==> src/rtl/hyperbus_pkg.sv <==
// hyperbus_pkg
// Shared definitions for the Wishbone-to-Hyperbus request bridge.
//   state_t         one-hot FSM encoding used by hyperbus_wb
//   WB_DATA_WIDTH   Wishbone data width in bits
//   WB_SEL_WIDTH    number of byte lanes
//   HALFWORD_SHIFT  byte address to halfword address shift
//   sel_to_mask     converts Wishbone byte enables into FIFO write mask
package hyperbus_pkg;

   localparam int WB_DATA_WIDTH  = 32;
   localparam int WB_SEL_WIDTH   = WB_DATA_WIDTH / 8;
   localparam int HALFWORD_SHIFT = 1;

   typedef enum logic [4:0] {
      ST_IDLE  = 5'b00001,
      ST_ISSUE = 5'b00010,
      ST_WAIT  = 5'b00100,
      ST_RESP  = 5'b01000,
      ST_DRAIN = 5'b10000
   } state_t;

   // The FIFO block masks bytes that are NOT to be written, the opposite
   // sense of Wishbone byte enables.
   function automatic logic [WB_SEL_WIDTH-1:0] sel_to_mask(input logic [WB_SEL_WIDTH-1:0] sel);
      return ~sel;
   endfunction

endpackage

==> src/rtl/hyperbus_wb_timeout.sv <==
// hyperbus_wb_timeout
// Loadable saturating counter with a terminal flag, used to time out a
// request that never receives a completion.
//   clk       clock
//   rst       synchronous active-high reset
//   load      restarts the count at 1
//   enable    advances the count by one (saturating at all-ones)
//   terminal  high in the cycle whose count advance reaches LIMIT
module hyperbus_wb_timeout #(
   parameter int WIDTH = 11,
   parameter int LIMIT = 1024
) (
   input  logic clk,
   input  logic rst,
   input  logic load,
   input  logic enable,
   output logic terminal
);

   logic [WIDTH-1:0] count;
   logic [WIDTH-1:0] count_d;

   // Next count: load restarts at 1, enable advances but never wraps.
   always_comb begin
      count_d = count;
      if (load) begin
         count_d = WIDTH'(1);
      end else if (enable && (count != '1)) begin
         count_d = count + 1'b1;
      end
   end

   always_ff @(posedge clk) begin
      if (rst) begin
         count <= '0;
      end else begin
         count <= count_d;
      end
   end

   // Flag looks at the value being written so the registered error that
   // follows lands in the same cycle the stored count reaches LIMIT.
   assign terminal = enable && (count_d >= WIDTH'(LIMIT));

endmodule

==> src/rtl/hyperbus_wb.sv <==
// hyperbus_wb
// Wishbone B4 classic-cycle slave bridging a 32-bit bus onto the user-side
// request interface of the Hyperbus FIFO block. One transaction in flight.
//   clk, rst              user clock, synchronous active-high reset
//   wb_adr_i/dat_i/sel_i  Wishbone byte address, write data, byte enables
//   wb_we_i, wb_cyc_i, wb_stb_i  Wishbone direction, cycle, strobe
//   wb_dat_o              registered read data
//   wb_ack_o, wb_err_o    one-cycle acknowledge / error
//   rrq, wrq              one-cycle read / write request pulses
//   adr_o                 halfword address inside the window
//   tx_dat_o, tx_mask_o   latched write data and inverted byte mask
//   tx_ready              write completion pulse
//   rx_dat_i, rx_valid    read data and read completion pulse
module hyperbus_wb
   import hyperbus_pkg::*;
#(
   parameter logic [31:0] BASE_ADDR   = 32'h0000_0000,
   parameter int          WINDOW_BITS = 23,
   parameter int          TIMEOUT     = 1024
) (
   input  logic                     clk,
   input  logic                     rst,
   input  logic [WB_DATA_WIDTH-1:0] wb_adr_i,
   input  logic [WB_DATA_WIDTH-1:0] wb_dat_i,
   input  logic [WB_SEL_WIDTH-1:0]  wb_sel_i,
   input  logic                     wb_we_i,
   input  logic                     wb_cyc_i,
   input  logic                     wb_stb_i,
   output logic [WB_DATA_WIDTH-1:0] wb_dat_o,
   output logic                     wb_ack_o,
   output logic                     wb_err_o,
   output logic                     rrq,
   output logic                     wrq,
   output logic [WB_DATA_WIDTH-1:0] adr_o,
   output logic [WB_DATA_WIDTH-1:0] tx_dat_o,
   output logic [WB_SEL_WIDTH-1:0]  tx_mask_o,
   input  logic                     tx_ready,
   input  logic [WB_DATA_WIDTH-1:0] rx_dat_i,
   input  logic                     rx_valid
);

   localparam int CNT_W      = (TIMEOUT > 0) ? $clog2(TIMEOUT + 1) : 1;
   localparam bit TIMEOUT_EN = (TIMEOUT != 0);

   state_t state;
   state_t state_d;

   logic                     is_write;
   logic                     is_write_d;
   logic                     ack_d;
   logic                     err_d;
   logic                     rrq_d;
   logic                     wrq_d;
   logic [WB_DATA_WIDTH-1:0] dat_d;
   logic [WB_DATA_WIDTH-1:0] adr_d;
   logic [WB_DATA_WIDTH-1:0] txd_d;
   logic [WB_SEL_WIDTH-1:0]  mask_d;

   logic [WB_DATA_WIDTH-1:0] offset;
   logic                     in_window;
   logic                     new_cycle;
   logic                     rd_done;
   logic                     wr_done;
   logic                     completion;
   logic                     timeout_term;
   logic                     timeout_hit;

   assign offset    = wb_adr_i - BASE_ADDR;
   assign in_window = ((offset >> WINDOW_BITS) == '0);

   // A strobe still held during our own ack/err cycle is the tail of the
   // cycle just answered, not a new request.
   assign new_cycle = wb_cyc_i & wb_stb_i & ~wb_ack_o & ~wb_err_o;

   // Only the completion matching the outstanding direction counts.
   assign rd_done    = ~is_write & rx_valid;
   assign wr_done    =  is_write & tx_ready;
   assign completion = rd_done | wr_done;

   hyperbus_wb_timeout #(
      .WIDTH (CNT_W),
      .LIMIT (TIMEOUT)
   ) u_timeout (
      .clk      (clk),
      .rst      (rst),
      .load     (state == ST_ISSUE),
      .enable   (state == ST_WAIT),
      .terminal (timeout_term)
   );

   assign timeout_hit = TIMEOUT_EN && timeout_term;

   // Next-state and next-output logic. Every output is registered, so the
   // values computed here appear one cycle after the inputs that caused them.
   always_comb begin
      state_d    = state;
      is_write_d = is_write;
      ack_d      = 1'b0;
      err_d      = 1'b0;
      rrq_d      = 1'b0;
      wrq_d      = 1'b0;
      dat_d      = wb_dat_o;
      adr_d      = adr_o;
      txd_d      = tx_dat_o;
      mask_d     = tx_mask_o;

      case (state)
         ST_IDLE: begin
            if (new_cycle) begin
               if (!in_window) begin
                  err_d = 1'b1;
               end else if (wb_we_i && (wb_sel_i == '0)) begin
                  ack_d = 1'b1;
               end else begin
                  adr_d      = offset >> HALFWORD_SHIFT;
                  txd_d      = wb_dat_i;
                  mask_d     = sel_to_mask(wb_sel_i);
                  is_write_d = wb_we_i;
                  rrq_d      = ~wb_we_i;
                  wrq_d      = wb_we_i;
                  state_d    = ST_ISSUE;
               end
            end
         end

         ST_ISSUE: begin
            state_d = ST_WAIT;
         end

         // Completion beats abort and timeout; an abort beats a timeout.
         ST_WAIT: begin
            if (completion) begin
               if (rd_done) begin
                  dat_d = rx_dat_i;
               end
               if (wb_cyc_i) begin
                  ack_d   = 1'b1;
                  state_d = ST_RESP;
               end else begin
                  state_d = ST_IDLE;
               end
            end else if (!wb_cyc_i) begin
               state_d = ST_DRAIN;
            end else if (timeout_hit) begin
               err_d   = 1'b1;
               state_d = ST_DRAIN;
            end
         end

         ST_RESP: begin
            state_d = ST_IDLE;
         end

         // The FIFO block cannot cancel, so its answer must be consumed
         // before another request may be issued.
         ST_DRAIN: begin
            if (completion) begin
               state_d = ST_IDLE;
            end
         end

         default: begin
            state_d = ST_IDLE;
         end
      endcase
   end

   // State and output registers.
   always_ff @(posedge clk) begin
      if (rst) begin
         state     <= ST_IDLE;
         is_write  <= 1'b0;
         wb_ack_o  <= 1'b0;
         wb_err_o  <= 1'b0;
         rrq       <= 1'b0;
         wrq       <= 1'b0;
         wb_dat_o  <= '0;
         adr_o     <= '0;
         tx_dat_o  <= '0;
         tx_mask_o <= '1;
      end else begin
         state     <= state_d;
         is_write  <= is_write_d;
         wb_ack_o  <= ack_d;
         wb_err_o  <= err_d;
         rrq       <= rrq_d;
         wrq       <= wrq_d;
         wb_dat_o  <= dat_d;
         adr_o     <= adr_d;
         tx_dat_o  <= txd_d;
         tx_mask_o <= mask_d;
      end
   end

endmodule

==> config.mk <==
export PLATFORM = sky130hd
export DESIGN_NAME = hyperbus_wb
export DESIGN_NICKNAME = d
export VERILOG_FILES = /design/src/rtl/hyperbus_pkg.sv /design/src/rtl/hyperbus_wb_timeout.sv /design/src/rtl/hyperbus_wb.sv
export SDC_FILE = /design/constraint.sdc
export NUM_CORES = 1
export LEC_CHECK = 0
export CORE_MARGIN = 2
export CORE_UTILIZATION = 42
export CTS_CLUSTER_DIAMETER = 150
export DETAILED_ROUTE_END_ITERATION = 16
export PLACE_DENSITY = 0.8
export REMOVE_ABC_BUFFERS = 1
export SYNTH_ARGS = -nofsm -noshare
export SYNTH_HDL_FRONTEND = slang
export SYNTH_SLANG_ARGS = --single-unit
export TNS_END_PERCENT = 10
==> constraint.sdc <==
create_clock -name clk -period 2.55 [get_ports clk]
set_clock_uncertainty 0.05 [all_clocks]
set_input_delay 0.51 -clock clk [delete_from_list [all_inputs] [get_ports clk]]
set_output_delay 0.51 -clock clk [all_outputs]
set_load 0.05 [all_outputs]
Fig. 1: cell area per tile
(2 px per um) 11 x 11 tiles, from white (low) to dark blue (high), 0 to 100% covered.
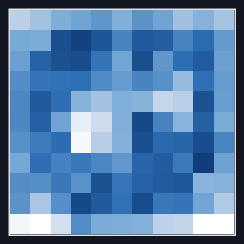
tiles over 75% full: 26%
nearly empty tiles: 2.5%
mean over tiles: 60%
post-layout util: 0.672
core region area: 0.0114 mm^2
starting utilization of the core area: 0.431

Fig. 2: supply network
(4 px per um) Pins as bars on the die edge.
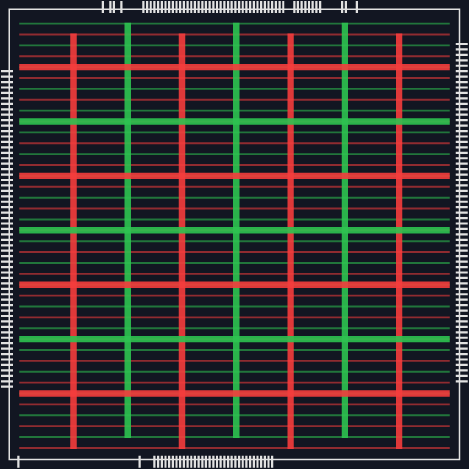
| colour | net |
|---|---|
| red | VSS |
| green | VDD |
met1 rails: 40
signal pins: 211
rows: 39
vertical extent of the die: 112 um
horizontal extent of the die: 112 um
peak ir drop on the vdd network: 327 uV

==> reports/qor.csv <==
metric,value,unit
number of buffers created by CTS,17,
path category of the worst min-delay check,reg -> reg,
startpoint type of the worst setup path,register,
most frequent logic cell in the layout,clkdlybuf4s50_1,
share of post-route cells with drive strength above 1,0.0764,
"Worst Setup Slack, final",0.395,ns
M3 GR Usage,0.0691,
transition time of the tightest slew-check pin,0.565,ns
cell area after synthesis,0.00492,mm^2
logic depth of the worst setup path including buffers,1,
CP Class,reg -> out,
most numerous logic cells after layout,"clkdlybuf4s50_1 (207), dfxtp_1 (120), a21oi_1 (98)",
flop2flop setup slack,0.54,ns
crit path DRT,1.99,ns
design area,0.00767,mm^2
Design Power,0.00444,W
cell with the largest stage delay on the worst path,clkdlybuf4s50_1,
number of cells after detailed placement,871,
DRC Markers,0,
chip area,0.0126,mm^2
Sinks on Clock Net,120,
shortest period the worst path allows,2.15,ns
remaining global-route overflow,0,
Crit Reg-Reg Startpoint,state[0]$_SDFFE_PP1P_,
Max Fclk,464,MHz
result of the run,finished clean,
Final #Nets,855,
async set or reset register ratio after synthesis,0,
longest individual stage delay on the worst path,0.83,ns
post-route antenna net violation count,0,
estimated wirelength of the detail-placed design,10300,um
CP Cell Sequence,clkdlybuf4s50_1,
Fig. 3: the metal 4 layer
(3 px per um)
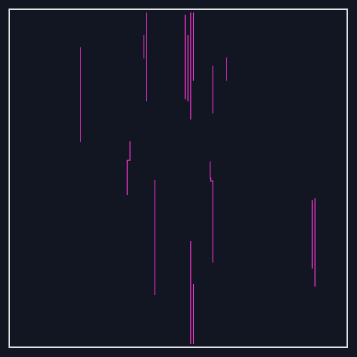
share of all routed wire: 2.5%
main direction: vertical
longest straight run: 38.1 um
total routed wirelength: 15600 um
vias after detailed routing: 5165

power breakdown:
| part | leakage, nW | switching (W) | internal [W] |
|---|---|---|---|
| logic | 1.30 | 0.000118 | 0.000163 |
| clock network | 0.276 | 0.000811 | 0.00147 |
| registers | 0.966 | 0.000000595 | 0.00188 |
| total | 2.55 | 0.000929 | 0.00351 |
Yosys cell counts (2+ instances only):
master / count / share of area
nand2_1: 72 / 0.055
nand2b_1: 2 / 0.0025
nand3_1: 5 / 0.0051
buf_6: 4 / 0.0092
and2_1: 2 / 0.0025
buf_1: 2 / 0.0015
a31oi_1: 6 / 0.0076
nor2_1: 8 / 0.0061
and3_1: 15 / 0.019
o21ai_0: 8 / 0.0081
nor3_2: 2 / 0.0041
nor4_1: 2 / 0.0025
nand4_1: 59 / 0.075
o31ai_1: 62 / 0.095
or3_1: 2 / 0.0025
nand3b_1: 4 / 0.0061
clkbuf_1: 41 / 0.031
buf_4: 2 / 0.0031
a21oi_1: 98 / 0.10
inv_1: 3 / 0.0023
or4_1: 8 / 0.012
nor3_1: 2 / 0.0020
dfxtp_1: 120 / 0.49
and4_1: 5 / 0.0089
buf_2: 13 / 0.013
a221oi_1: 2 / 0.0036
nand4b_1: 2 / 0.0036
area by class of cell:
type | count | area [um^2]
well taps | 143 | 179
clock buffers | 22 | 464
clock inverters | 9 | 100
repair buffers | 224 | 2270
fillers | 904 | 3750
flip-flops and latches | 120 | 2400
multi-input cells | 381 | 2240
inverters | 3 | 11.3
sequential cells by signal, indices dropped and copies added, names as in the netlist:
register,cells
is_write,1
u_timeout.count,11
state,5
wb_err_o,1
tx_mask_o,4
wb_dat_o,32
rrq,1
wrq,1
tx_dat_o,32
wb_ack_o,1
adr_o,31
routing by layer:
metal,routed length [um],vias to the layer above,part of all wire
li1,-,2477,-
met1,6410,2439,0.41
met2,7630,211,0.49
met3,1200,38,0.077
met4,394,0,0.025
met5,0,-,0
through the flow:
| step | setup TNS [ns] | hold WS, ns |
|---|---|---|
| 6_report | 0 | 0.402 |
| 5_1_grt | 0 | 0.423 |
| 4_1_cts | 0 | 0.404 |
| 3_5_place_dp | 0 | 0.397 |
| 3_3_place_gp | 0 | 0.391 |
| 2_1_floorplan | -23.22 | 0.398 |
worst min-delay path by stage:
stage | to | slack, ns
6_report | wb_dat_o[23]$_SDFFE_PP0P_ | 0.40
3_5_place_dp | wb_dat_o[23]$_SDFFE_PP0P_ | 0.40
3_3_place_gp | wb_dat_o[1]$_SDFFE_PP0P_ | 0.39
4_1_cts | wb_dat_o[23]$_SDFFE_PP0P_ | 0.40
5_1_grt | wb_dat_o[18]$_SDFFE_PP0P_ | 0.42
2_1_floorplan | u_timeout.count[8]$_SDFF_PP0_ | 0.40
logic make-up (layout without fill, tap and decap cells):
| family | Yosys count | after routing | share of synthesized area |
|---|---|---|---|
| and+or+nand+nor | 198 | 198 | 0.224 |
| AOI/OAI and AO/OA | 179 | 179 | 0.219 |
| DFF | 120 | 120 | 0.489 |
| buffers and inverters | 65 | 258 | 0.0606 |
| adders and majority gates | 1 | 1 | 0.00254 |
| other | 1 | 1 | 0.000763 |
| xor gates and xnor gates | 1 | 1 | 0.00178 |
| muxes | 1 | 1 | 0.00204 |
Power figures rest on the tool's default switching activity, not on a simulated workload.
